File: src/rtl/fwnoc_pkg.sv
// Shared NoC package: flit geometry, header length-field placement and the
// arbiter state encoding used by the router egress arbiters.
package fwnoc_pkg;

  localparam int unsigned FWNOC_FLIT_W      = 32;
  localparam int unsigned FWNOC_HDR_LEN_LSB = 16;
  localparam int unsigned FWNOC_HDR_LEN_W   = 8;
  localparam int unsigned FWNOC_NUM_REQ     = 4;

  typedef enum logic [0:0] {
    ARB_IDLE,
    ARB_BUSY
  } arb_state_e;

  // One-hot encode a 2-bit requester index.
  function automatic logic [FWNOC_NUM_REQ-1:0] fwnoc_onehot4(input logic [1:0] idx);
    logic [FWNOC_NUM_REQ-1:0] oh;
    oh      = '0;
    oh[idx] = 1'b1;
    return oh;
  endfunction

endpackage

File: src/rtl/fwnoc_rr_pkt_arbiter_if.sv
// Bundle of the four ingress request streams, the egress link and the
// arbiter status outputs.
//   master : environment side (drives requests and egress ready)
//   slave  : arbiter side
interface fwnoc_rr_pkt_arbiter_if
  import fwnoc_pkg::*;
#(
  parameter int unsigned DAT_W = FWNOC_FLIT_W
);

  logic [DAT_W-1:0] i0_dat;
  logic [DAT_W-1:0] i1_dat;
  logic [DAT_W-1:0] i2_dat;
  logic [DAT_W-1:0] i3_dat;
  logic             i0_valid;
  logic             i1_valid;
  logic             i2_valid;
  logic             i3_valid;
  logic             i0_ready;
  logic             i1_ready;
  logic             i2_ready;
  logic             i3_ready;

  logic [DAT_W-1:0] e_dat;
  logic             e_valid;
  logic             e_ready;

  logic [3:0]       grant;
  logic             busy;

  modport master (
    output i0_dat, i1_dat, i2_dat, i3_dat,
    output i0_valid, i1_valid, i2_valid, i3_valid,
    input  i0_ready, i1_ready, i2_ready, i3_ready,
    input  e_dat, e_valid,
    output e_ready,
    input  grant, busy
  );

  modport slave (
    input  i0_dat, i1_dat, i2_dat, i3_dat,
    input  i0_valid, i1_valid, i2_valid, i3_valid,
    output i0_ready, i1_ready, i2_ready, i3_ready,
    output e_dat, e_valid,
    input  e_ready,
    output grant, busy
  );

endinterface

File: src/rtl/fwnoc_rr_sel4.sv
// Combinational 4-way round-robin priority picker.
//   req     : request vector
//   last    : index of the previous winner; search starts at last+1
//   gnt_idx : index of the first requester found (0 when none)
//   gnt_any : at least one request present
module fwnoc_rr_sel4
  import fwnoc_pkg::*;
(
  input  logic [3:0] req,
  input  logic [1:0] last,
  output logic [1:0] gnt_idx,
  output logic       gnt_any
);

  logic [1:0] cand;

  // Walk offsets from farthest to nearest so the nearest requester after
  // 'last' is the final (winning) assignment. 2-bit adds wrap naturally.
  always_comb begin
    gnt_idx = 2'd0;
    gnt_any = 1'b0;
    cand    = 2'd0;
    for (int k = 3; k >= 0; k--) begin
      cand = last + 2'(k) + 2'd1;
      if (req[cand]) begin
        gnt_idx = cand;
        gnt_any = 1'b1;
      end
    end
  end

endmodule

File: src/rtl/fwnoc_rr_pkt_arbiter.sv
// Packet-aware (wormhole) round-robin arbiter for one router egress port.
// Four request streams share one ready/valid egress link. A winning header
// locks the grant until the packet's last flit (1 header + len payload) has
// transferred, so packets never interleave.
// Ports:
//   clock : rising-edge clock
//   reset : asynchronous active-low reset
//   arb   : request streams i0..i3 (dat/valid/ready), egress e_dat/e_valid/
//           e_ready, one-hot grant (0 when idle) and busy status
module fwnoc_rr_pkt_arbiter
  import fwnoc_pkg::*;
#(
  parameter int unsigned DAT_W   = FWNOC_FLIT_W,
  parameter int unsigned LEN_LSB = FWNOC_HDR_LEN_LSB,
  parameter int unsigned LEN_W   = FWNOC_HDR_LEN_W
) (
  input logic                  clock,
  input logic                  reset,
  fwnoc_rr_pkt_arbiter_if.slave arb
);

  localparam logic [LEN_W-1:0] RemOne = LEN_W'(1);

  // Array views of the request streams for indexed muxing.
  logic [3:0]       req_valid;
  logic [3:0]       req_ready;
  logic [DAT_W-1:0] req_dat [4];

  assign req_valid  = {arb.i3_valid, arb.i2_valid, arb.i1_valid, arb.i0_valid};
  assign req_dat[0] = arb.i0_dat;
  assign req_dat[1] = arb.i1_dat;
  assign req_dat[2] = arb.i2_dat;
  assign req_dat[3] = arb.i3_dat;

  assign arb.i0_ready = req_ready[0];
  assign arb.i1_ready = req_ready[1];
  assign arb.i2_ready = req_ready[2];
  assign arb.i3_ready = req_ready[3];

  arb_state_e       state_q, state_d;
  logic [3:0]       grant_q, grant_d;
  logic [1:0]       last_q, last_d;   // previous winner; also the current owner while busy
  logic [LEN_W-1:0] rem_q, rem_d;     // payload flits still to come
  logic             hdr_q, hdr_d;     // next transfer of the owner is its header

  logic [1:0]       sel_idx;
  logic             sel_any;

  fwnoc_rr_sel4 u_sel (
    .req     (req_valid),
    .last    (last_q),
    .gnt_idx (sel_idx),
    .gnt_any (sel_any)
  );

  logic [LEN_W-1:0] hdr_len;
  logic [DAT_W-1:0] own_dat;
  logic             own_valid;

  assign own_dat   = req_dat[last_q];
  assign own_valid = req_valid[last_q];
  assign hdr_len   = own_dat[LEN_LSB +: LEN_W];

  logic [DAT_W-1:0] e_dat;
  logic             e_valid;
  logic             xfer;

  // Egress pass-through from the owner while busy; everything quiet when idle.
  always_comb begin
    e_dat     = '0;
    e_valid   = 1'b0;
    req_ready = 4'b0;
    xfer      = 1'b0;
    if (state_q == ARB_BUSY) begin
      e_dat             = own_dat;
      e_valid           = own_valid;
      req_ready[last_q] = arb.e_ready;
      xfer              = own_valid & arb.e_ready;
    end
  end

  assign arb.e_dat   = e_dat;
  assign arb.e_valid = e_valid;
  assign arb.grant   = grant_q;
  assign arb.busy    = (state_q == ARB_BUSY);

  logic pkt_end;

  always_comb begin
    state_d = state_q;
    grant_d = grant_q;
    last_d  = last_q;
    rem_d   = rem_q;
    hdr_d   = hdr_q;
    pkt_end = 1'b0;
    unique case (state_q)
      ARB_IDLE: begin
        if (sel_any) begin
          state_d = ARB_BUSY;
          grant_d = fwnoc_onehot4(sel_idx);
          last_d  = sel_idx;
          hdr_d   = 1'b1;
        end
      end
      ARB_BUSY: begin
        // No transfer means every register holds, including the grant.
        if (xfer) begin
          if (hdr_q) begin
            rem_d   = hdr_len;
            hdr_d   = 1'b0;
            pkt_end = (hdr_len == '0);
          end else begin
            // rem_q is at least 1 here, so this never wraps.
            rem_d   = rem_q - RemOne;
            pkt_end = (rem_q == RemOne);
          end
          if (pkt_end) begin
            state_d = ARB_IDLE;
            grant_d = 4'b0;
          end
        end
      end
      default: begin
        state_d = ARB_IDLE;
        grant_d = 4'b0;
      end
    endcase
  end

  always_ff @(posedge clock or negedge reset) begin
    if (!reset) begin
      state_q <= ARB_IDLE;
      grant_q <= 4'b0;
      last_q  <= 2'd3;  // requester 0 gets first priority out of reset
      rem_q   <= '0;
      hdr_q   <= 1'b0;
    end else begin
      state_q <= state_d;
      grant_q <= grant_d;
      last_q  <= last_d;
      rem_q   <= rem_d;
      hdr_q   <= hdr_d;
    end
  end

endmodule

File: src/flat_wrapper.sv
// flat-port wrapper written by rule: the top's interface ports become plain ports
module fwnoc_rr_pkt_arbiter_flat import fwnoc_pkg::*;
#(
  parameter int unsigned DAT_W   = FWNOC_FLIT_W,
  parameter int unsigned LEN_LSB = FWNOC_HDR_LEN_LSB,
  parameter int unsigned LEN_W   = FWNOC_HDR_LEN_W
)
  (clock, reset, arb_i0_dat, arb_i1_dat, arb_i2_dat, arb_i3_dat, arb_i0_valid, arb_i1_valid, arb_i2_valid, arb_i3_valid, arb_i0_ready, arb_i1_ready, arb_i2_ready, arb_i3_ready, arb_e_dat, arb_e_valid, arb_e_ready, arb_grant, arb_busy);
  fwnoc_rr_pkt_arbiter_if #(.DAT_W(DAT_W)) arb_i ();
  input logic clock;
  input logic reset;
  input wire logic [$bits(arb_i.i0_dat)-1:0] arb_i0_dat;
  input wire logic [$bits(arb_i.i1_dat)-1:0] arb_i1_dat;
  input wire logic [$bits(arb_i.i2_dat)-1:0] arb_i2_dat;
  input wire logic [$bits(arb_i.i3_dat)-1:0] arb_i3_dat;
  input wire logic [$bits(arb_i.i0_valid)-1:0] arb_i0_valid;
  input wire logic [$bits(arb_i.i1_valid)-1:0] arb_i1_valid;
  input wire logic [$bits(arb_i.i2_valid)-1:0] arb_i2_valid;
  input wire logic [$bits(arb_i.i3_valid)-1:0] arb_i3_valid;
  output wire logic [$bits(arb_i.i0_ready)-1:0] arb_i0_ready;
  output wire logic [$bits(arb_i.i1_ready)-1:0] arb_i1_ready;
  output wire logic [$bits(arb_i.i2_ready)-1:0] arb_i2_ready;
  output wire logic [$bits(arb_i.i3_ready)-1:0] arb_i3_ready;
  output wire logic [$bits(arb_i.e_dat)-1:0] arb_e_dat;
  output wire logic [$bits(arb_i.e_valid)-1:0] arb_e_valid;
  input wire logic [$bits(arb_i.e_ready)-1:0] arb_e_ready;
  output wire logic [$bits(arb_i.grant)-1:0] arb_grant;
  output wire logic [$bits(arb_i.busy)-1:0] arb_busy;
  assign arb_i.i0_dat = arb_i0_dat;
  assign arb_i.i1_dat = arb_i1_dat;
  assign arb_i.i2_dat = arb_i2_dat;
  assign arb_i.i3_dat = arb_i3_dat;
  assign arb_i.i0_valid = arb_i0_valid;
  assign arb_i.i1_valid = arb_i1_valid;
  assign arb_i.i2_valid = arb_i2_valid;
  assign arb_i.i3_valid = arb_i3_valid;
  assign arb_i0_ready = arb_i.i0_ready;
  assign arb_i1_ready = arb_i.i1_ready;
  assign arb_i2_ready = arb_i.i2_ready;
  assign arb_i3_ready = arb_i.i3_ready;
  assign arb_e_dat = arb_i.e_dat;
  assign arb_e_valid = arb_i.e_valid;
  assign arb_i.e_ready = arb_e_ready;
  assign arb_grant = arb_i.grant;
  assign arb_busy = arb_i.busy;
  fwnoc_rr_pkt_arbiter #(.DAT_W(DAT_W), .LEN_LSB(LEN_LSB), .LEN_W(LEN_W)) u_core (.clock(clock), .reset(reset), .arb(arb_i));
endmodule
File: config.mk
export PLATFORM = sky130hd
export DESIGN_NAME = fwnoc_rr_pkt_arbiter_flat
export DESIGN_NICKNAME = d
export VERILOG_FILES = /design/src/rtl/fwnoc_pkg.sv /design/src/rtl/fwnoc_rr_pkt_arbiter_if.sv /design/src/rtl/fwnoc_rr_sel4.sv /design/src/rtl/fwnoc_rr_pkt_arbiter.sv /design/src/flat_wrapper.sv
export SDC_FILE = /design/constraint.sdc
export NUM_CORES = 1
export LEC_CHECK = 0
export ABC_CLOCK_PERIOD_IN_PS = 10250
export CORE_MARGIN = 5
export CORE_UTILIZATION = 63
export CTS_CLUSTER_SIZE = 25
export DETAILED_ROUTE_END_ITERATION = 7
export DONT_BUFFER_PORTS = 1
export PLACE_DENSITY = 0.79
export SKIP_LAST_GASP = 1
export SLEW_MARGIN = 20
export SYNTH_ARGS = -nofsm -noshare
export SYNTH_HDL_FRONTEND = slang
export SYNTH_SLANG_ARGS = --single-unit
File: constraint.sdc
create_clock -name clock -period 10.25 [get_ports clock]
set_clock_uncertainty 0.1 [all_clocks]
set_input_delay 1.025 -clock clock [delete_from_list [all_inputs] [get_ports clock]]
set_output_delay 1.025 -clock clock [all_outputs]
set_load 0.02 [all_outputs]
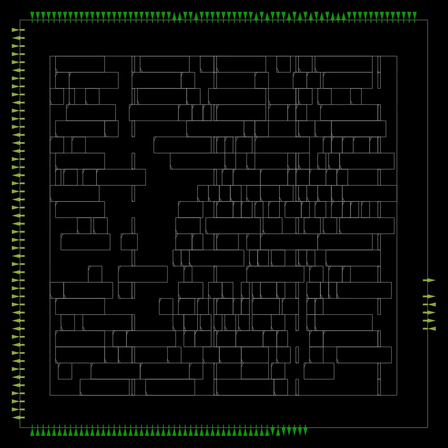
placement.png
layout filler cell count: 281
share of the core filled with cells: 65.0%

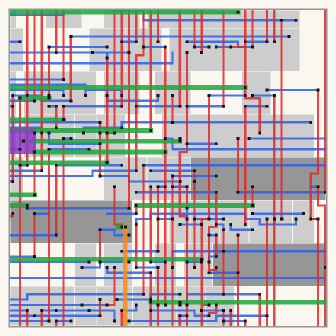
detail.png
Region (41, 41) to (61, 61) µm. Cells in gray, sequential cells in the stronger gray; small squares are vias.
Key: green = metal 3; red = metal 2; blue = metal 1; orange = metal 4; purple = metal 5
31 logic cells have their middle in the window. Most frequent: o21ai_0 (5), and2_1 (4). Netlist names of flops here include u_core.rem_q (3). Sequential cells in the window: 3.

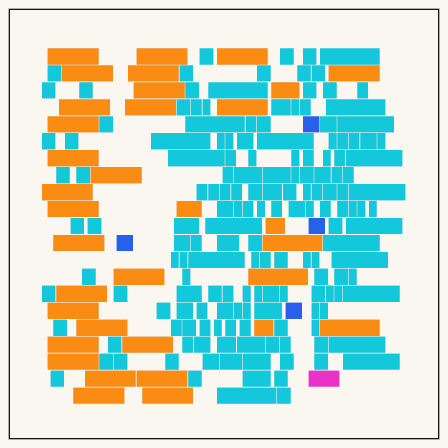
sizes.png
Key: orange = _2 cells [cells 34, most used mux4_2]; blue = _3 and _4 cells [cells 4, most used clkbuf_4]; magenta = _6 and larger [cells 1, most used clkbuf_8]; cyan = _0 and _1 cells [cells 163, most used and2_1]

==> results.txt <==
The full implementation flow was run.

The worst path in the final design needs a cycle of 3.84 ns, including I/O delays and setup. The total vias in the final route stands at approximately 1900. Data on the critical path arrives at its endpoint at 2.71 ns. In the finished layout, the clock tree contains a buffer count of 4.

Overall power consumption after layout is estimated at 0.358 mW. By instance count after routing, the leading logic cell types are 33 x and2_1, 27 x mux4_2, 16 x o21ai_0, 14 x nand2_1. The tally of max-capacitance violations stands at 0.

The worst reg-to-reg path cell count stands at 8. The final layout contains 344 nets. 2 antenna diodes ended up in the layout.

The CTS log lists the clock sinks for this run as 16. Multi-input logic gates represent a cell area share of between 70% and 80%. The inverter tally of the final layout excluding the clock network stands at 8. For this run, the detailed router reports a per-instance via density of around 7.5.

The reported net switching power stands at about 0.17 mW. IR analysis of the VDD net gives a maximum drop of around 0.057 mV. Sequential cells account for between 30% and 40% of the total power.

The flow inserted ~46 tap cells. The first-pass iteration count of the detailed router stands at 4. After clock tree synthesis, the repair step resized 0 gates. Endpoints with negative setup slack in the final report add up to 0.

The final cycle utilization of the critical path stands at between 30% and 40%. The number of nets in the synthesized netlist is between 300 and 400. The routed design uses ~790 µm of met3 wire.

The synthesized netlist was found by Yosys to have around 220 cells. Broken down by cell family, the worst path's largest delay share belongs to flip-flops. Yosys instantiated no cell more often than and2_1.

The floorplan core density stands at 64.9%. The die is between 60 and 70 µm wide. Sequential cells make up a little under a fifth of the cell area.

mux4_2 takes more of the synthesized area than any other cell. The static leakage stands at 0.794 nW. The number of buffers added by the clock tree synthesis step stands at 3.

The total track usage stands at a little under a third. In this run the critical register-to-register path is launched from u_core.last_q[0]$_DFFE_PN1P_. CTS placed an instance of clkbuf_4 at the clock tree root. The sum of routed wire segments on met1 stands at 2700 µm. The synthesized netlist has a Yosys-reported chip area of approximately 0.0022 mm². The cell sequence reported for the critical path is buf_4, mux4_1, and2_1. The worst setup path is launched from a flop.

Note that the worst hold path type here is input pin to asynchronous set/reset pin. The clock share of power stands at between 10% and 20%. The number of synthesized register bits stands at 16.

The number of multi-input combinational cells in the layout stands at between 150 and 200. The internal power component stands at about 0.19 mW. The footprint of the flip-flops and latches stands at ~400 µm². The adder-cell area share of the yosys netlist stands at between 3 and 4%. The largest individual stage delay along the critical path comes from the cell dfstp_2. Detailed-route iteration 0 reported a violation count of 200. The largest net degree at the start of global routing stands at roughly 43. Per the final report, the share of cell area in non-clock buffers is less than 1%. Once placement completed, the tool counted placed cells totaling 244. The post-place instance area stands at 0.00213 mm². The portion of synthesized cell area occupied by the leading cell type stands at 28.1%. The flow ran to the end, and the final reports show no timing, DRC or antenna violations. The global routing report lists met3 layer usage as between 10% and 20%. For reference, the critical path is launched at u_core.last_q[0]$_DFFE_PN1P_. The initial antenna violation count was 4. The layout summary lists the proportion of cells stronger than drive strength 1 as about a fifth.

Based on the critical path, the design can be clocked at up to between 0.2 and 0.3 GHz. The maximum level of the CTS H-tree stands at 1. The post-synthesis cell area stands at 0.00217 mm².

The number of enable-type register cells in the synthesized netlist stands at 0. The share of the yosys chip area belonging to registers stands at ~19%. The setup check on the worst reg-to-reg path leaves a slack of 6.58 ns.

Of the total synthesized cell area, the portion taken by AND-OR and OR-AND cells is a little over an eighth.
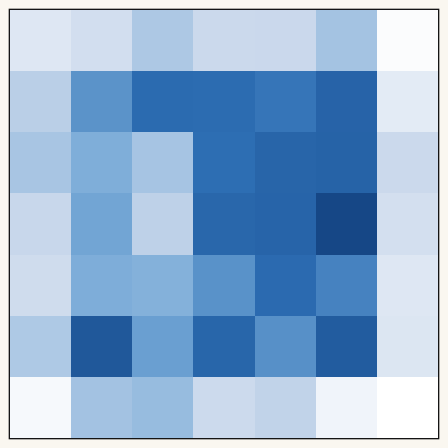
cell_density.png
The die is cut into 7 by 7 equal tiles; white is low, dark blue is high, 0 to 100% covered.
The densest ninth of the die: center. 4.1% of the tiles are nearly empty. The fullest tile reaches 91%. The emptiest ninth of the die: lower right.

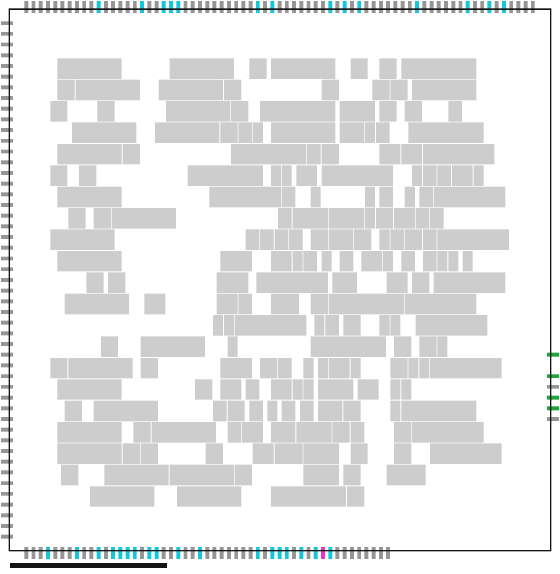
io_placement.png
The bar under the picture is 20 µm long. Pins as bars across the die edge, other pins in gray.
Key: cyan = arb_i3_dat [pins 32, direction input, edge 18 bottom, 14 top]; green = arb_grant [pins 4, direction output, edge right]; magenta = arb_i1_valid [pins 1, direction input, edge bottom]
All pins by edge: 71 top, 51 bottom, 49 left, 6 right.

[power by group through the flow]
stage | Combinational [mW] | Clock, mW | Sequential, mW
final | 0.201 | 0.0443 | 0.112
after global routing | 0.220 | 0.0468 | 0.116
after CTS | 0.201 | 0.0437 | 0.112
after detailed placement | 0.200 | 0 | 0.113
after global placement | 0.193 | 0 | 0.111
after floorplan | 0.192 | 0 | 0.0958
[sequential cells by signal, indices dropped and copies added (netlist names)]
| register | count |
|---|---|
| u_core.last_q | 2 |
| u_core.rem_q | 8 |
| u_core.arb.busy | 1 |
| u_core.hdr_q | 1 |
| u_core.arb.grant | 4 |
[cell families after synthesis]
kind of cell	count (synthesis)
simple gates	87
mux	35
compound gates	45
flops	16
fa+ha+maj	6
buf+inv	28
Power figures rest on the tool's default switching activity, not on a simulated workload.
